$ cat config.mk
export PLATFORM = sky130hd
export DESIGN_NAME = demux1to3_stream_flat
export DESIGN_NICKNAME = d
export VERILOG_FILES = /design/src/rtl/demux1to3_stream_if.sv /design/src/rtl/demux1to3_stream.sv /design/src/flat_wrapper.sv
export SDC_FILE = /design/constraint.sdc
export NUM_CORES = 1
export LEC_CHECK = 0
export CAP_MARGIN = 20
export CELL_PAD_IN_SITES_DETAIL_PLACEMENT = 0
export CELL_PAD_IN_SITES_GLOBAL_PLACEMENT = 2
export CORE_UTILIZATION = 28
export DETAILED_ROUTE_END_ITERATION = 16
export GPL_TIMING_DRIVEN = 0
export PLACE_DENSITY_LB_ADDON = 0.1
export SLEW_MARGIN = 20
export SYNTH_ARGS = -nofsm -noshare
export SYNTH_HDL_FRONTEND = slang
export SYNTH_SLANG_ARGS = --single-unit
$ cat constraint.sdc
create_clock -name clk -period 2.2 [get_ports clk]
set_clock_uncertainty 0.2 [all_clocks]
set_input_delay 0.33 -clock clk [delete_from_list [all_inputs] [get_ports clk]]
set_output_delay 0.33 -clock clk [all_outputs]
set_load 0.03 [all_outputs]
$ cat src/rtl/demux1to3_stream_if.sv
// Stream bundle for the 1-to-3 demux: one input stream, three
// buffered output channels, plus illegal-select status.
interface demux1to3_stream_if #(
    parameter int WIDTH = 16,
    parameter int CNT_W = 8
);
    logic             in_valid;
    logic             in_ready;
    logic [1:0]       in_sel;
    logic [WIDTH-1:0] in_data;
    logic [2:0]       out_valid;
    logic [2:0]       out_ready;
    logic [WIDTH-1:0] out_a_data;
    logic [WIDTH-1:0] out_b_data;
    logic [WIDTH-1:0] out_c_data;
    logic             bad_sel;
    logic [CNT_W-1:0] drop_cnt;

    modport master (
        output in_valid, in_sel, in_data, out_ready,
        input  in_ready, out_valid,
        input  out_a_data, out_b_data, out_c_data,
        input  bad_sel, drop_cnt
    );

    modport slave (
        input  in_valid, in_sel, in_data, out_ready,
        output in_ready, out_valid,
        output out_a_data, out_b_data, out_c_data,
        output bad_sel, drop_cnt
    );
endinterface

$ cat src/rtl/demux1to3_stream.sv
// Routes one word stream to channel A/B/C by a 2-bit select; each
// channel is a 1-entry registered buffer, sel==3 words are dropped.
module demux1to3_stream #(
    parameter int WIDTH = 16,
    parameter int CNT_W = 8
) (
    input logic               clk,
    input logic               rst,
    demux1to3_stream_if.slave bus
);
    typedef enum logic {EMPTY, FULL} ch_state_e;

    ch_state_e        state_q [3];
    ch_state_e        state_d [3];
    logic [WIDTH-1:0] data_q  [3];
    logic [2:0]       vld;
    logic [2:0]       sel_oh;
    logic [2:0]       acc_ch;
    logic [2:0]       fire;
    logic             illegal;
    logic             accept;
    logic             drop;
    logic             bad_q;
    logic [CNT_W-1:0] cnt_q;

    always_comb begin
        sel_oh  = 3'b000;
        illegal = 1'b0;
        unique case (bus.in_sel)
            2'd0:    sel_oh = 3'b001;
            2'd1:    sel_oh = 3'b010;
            2'd2:    sel_oh = 3'b100;
            default: illegal = 1'b1;
        endcase
    end

    // Full buffer still accepts when its consumer drains it this cycle.
    assign bus.in_ready = illegal
                        | (|(sel_oh & (~vld | bus.out_ready)));
    assign accept = bus.in_valid & bus.in_ready;
    assign acc_ch = sel_oh & {3{accept}};
    assign drop   = accept & illegal;
    assign fire   = vld & bus.out_ready;

    always_comb begin
        for (int i = 0; i < 3; i++) begin
            state_d[i] = state_q[i];
            unique case (state_q[i])
                EMPTY: if (acc_ch[i]) state_d[i] = FULL;
                FULL:  if (fire[i] && !acc_ch[i]) state_d[i] = EMPTY;
                default: state_d[i] = EMPTY;
            endcase
        end
    end

    always_ff @(posedge clk) begin
        if (rst) begin
            for (int i = 0; i < 3; i++) begin
                state_q[i] <= EMPTY;
                data_q[i]  <= '0;
            end
        end else begin
            for (int i = 0; i < 3; i++) begin
                state_q[i] <= state_d[i];
                if (acc_ch[i]) data_q[i] <= bus.in_data;
            end
        end
    end

    always_ff @(posedge clk) begin
        if (rst) begin
            bad_q <= 1'b0;
            cnt_q <= '0;
        end else begin
            bad_q <= drop;
            if (drop && cnt_q != {CNT_W{1'b1}})
                cnt_q <= cnt_q + 1'b1;
        end
    end

    always_comb begin
        for (int i = 0; i < 3; i++)
            vld[i] = (state_q[i] == FULL);
    end

    assign bus.out_valid  = vld;
    assign bus.out_a_data = data_q[0];
    assign bus.out_b_data = data_q[1];
    assign bus.out_c_data = data_q[2];
    assign bus.bad_sel    = bad_q;
    assign bus.drop_cnt   = cnt_q;
endmodule
$ cat src/flat_wrapper.sv
// flat-port wrapper written by rule: the top's interface ports become plain ports
module demux1to3_stream_flat 
#(
    parameter int WIDTH = 16,
    parameter int CNT_W = 8
)
  (clk, rst, bus_in_valid, bus_in_sel, bus_in_data, bus_out_ready, bus_in_ready, bus_out_valid, bus_out_a_data, bus_out_b_data, bus_out_c_data, bus_bad_sel, bus_drop_cnt);
  demux1to3_stream_if #(.WIDTH(WIDTH), .CNT_W(CNT_W)) bus_i ();
  input logic clk;
  input logic rst;
  input wire logic [$bits(bus_i.in_valid)-1:0] bus_in_valid;
  input wire logic [$bits(bus_i.in_sel)-1:0] bus_in_sel;
  input wire logic [$bits(bus_i.in_data)-1:0] bus_in_data;
  input wire logic [$bits(bus_i.out_ready)-1:0] bus_out_ready;
  output wire logic [$bits(bus_i.in_ready)-1:0] bus_in_ready;
  output wire logic [$bits(bus_i.out_valid)-1:0] bus_out_valid;
  output wire logic [$bits(bus_i.out_a_data)-1:0] bus_out_a_data;
  output wire logic [$bits(bus_i.out_b_data)-1:0] bus_out_b_data;
  output wire logic [$bits(bus_i.out_c_data)-1:0] bus_out_c_data;
  output wire logic [$bits(bus_i.bad_sel)-1:0] bus_bad_sel;
  output wire logic [$bits(bus_i.drop_cnt)-1:0] bus_drop_cnt;
  assign bus_i.in_valid = bus_in_valid;
  assign bus_i.in_sel = bus_in_sel;
  assign bus_i.in_data = bus_in_data;
  assign bus_i.out_ready = bus_out_ready;
  assign bus_in_ready = bus_i.in_ready;
  assign bus_out_valid = bus_i.out_valid;
  assign bus_out_a_data = bus_i.out_a_data;
  assign bus_out_b_data = bus_i.out_b_data;
  assign bus_out_c_data = bus_i.out_c_data;
  assign bus_bad_sel = bus_i.bad_sel;
  assign bus_drop_cnt = bus_i.drop_cnt;
  demux1to3_stream #(.WIDTH(WIDTH), .CNT_W(CNT_W)) u_core (.clk(clk), .rst(rst), .bus(bus_i));
endmodule
layer_met3.png
(6 px per um) Cells faint in the background.
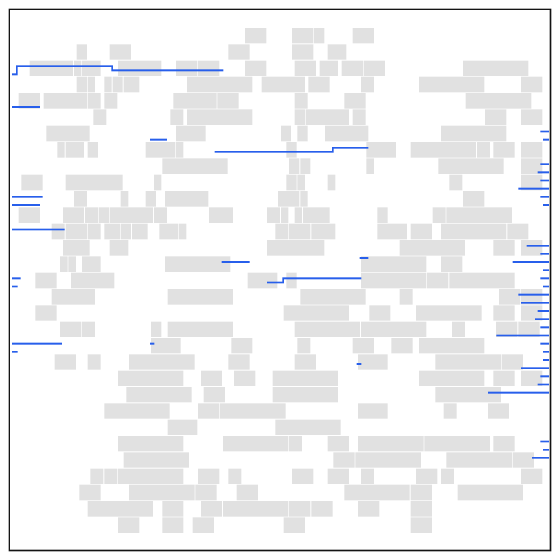
share of all routed wire: 4.0%
longest straight run: 19.5 um
wire length on this layer: 192 um
DRT Wirelength: 4830 um
via count: 1437

clk_routes.png
(4 px per um)
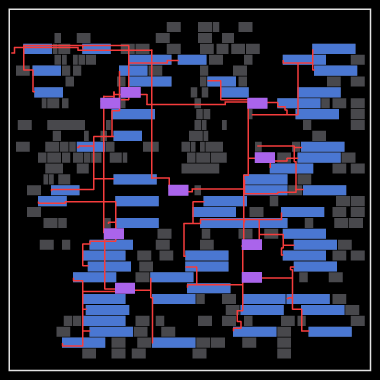
[blue] flip-flops | count: 60
[purple] clock drivers | count: 9
[red] clock wires | length: 733 um
routed clock nets: 10

[final cells by class]
| type | count | area [um2] |
|---|---|---|
| fillers | 692 | 4080 |
| flip-flops and latches | 60 | 1680 |
| repair buffers | 84 | 833 |
| multi-input cells | 68 | 469 |
| clock buffers | 10 | 128 |
| well taps | 99 | 124 |
| plain buffers | 3 | 20.0 |
| clock inverters | 4 | 18.8 |
| inverters | 3 | 11.3 |
[cells in the final DEF (no fill, tap or decap), drive strengths merged, types with 4 or more instances in the layout]
cell,Yosys,layout
xor2,5,5
and3,4,4
edfxtp,48,48
clkdlybuf4s50,0,81
and2,17,17
a21oi,4,4
clkinv,0,4
nand3,5,5
nand2b,4,4
clkbuf,1,12
nor2,7,7
dfxtp,12,12
==> results.ini <==
[cells_and_area]
n_antenna_cell=0
layout-drive-gt1-share=0.0819
fin_cells=331
syn_to_final_growth_pct=51.7
regMostFlops=u_core.data_q

[setup_path]
r2r_slack_ns=0.36
slowest_delay_ns=0.45
path_class=input pin to register
crit_arrival_ns=2.00
r2r-end=u_core.data_q[0][22]
crit_start=bus_out_ready[1]
cp-end-kind=register
slowest_stage=clkdlybuf4s50_1

[pwr]
static-leakage-power_uw=0.00121
p_comb_uw=335
max-vdd-ir-drop_mv=0.264
p_clk_uw=765
p_per_area_nw_per_um2=731

[die]
fp.dieArea_um2=8090
fp-utilization=0.294
die-height_um=90.0
die_w_um=90.0

[synthesis]
syn-cell-area_um2=2170
synthAoiAreaFrac=0.0635
synth_area_leader_cell=edfxtp_1
avgSynthCellArea_um2=16.2
syn_inst=134
edf_count=48
ys_async_sr_fraction=0
synthMuxAreaShare=0.00462
synth.area.top_cells=edfxtp_1 67%, dfxtp_1 11%, and2_1 4.9%
yosys_area_um2=2170

[clock_tree]
cts-root-buf=clkbuf_8
insertion_delay_ns=0.32
cts.clk_slew.worst_paths_ns=0.06
cts_made_buffers=9

[route]
final_antenna_net_count=0
wl_met2_um=2570
post-route-drc-count=0
wire_per_inst_um=14.6
drt-pass1-iter-count=3
drtIter0Drc=59

[global_route]
met3_usage=0.0338
grt-busiest-layer=met2
grtUsageMet2=0.228
use_met1=0.136
grt_pass1_vias=1453
grt.total_usage=0.128

[timing]
max_freq_mhz=494

[place]
numPortBuffers=84
hpwl_um=3350

[run_status]
status=finished, final reports clean

No activity file was given, so power comes from the tool's default toggle rates.
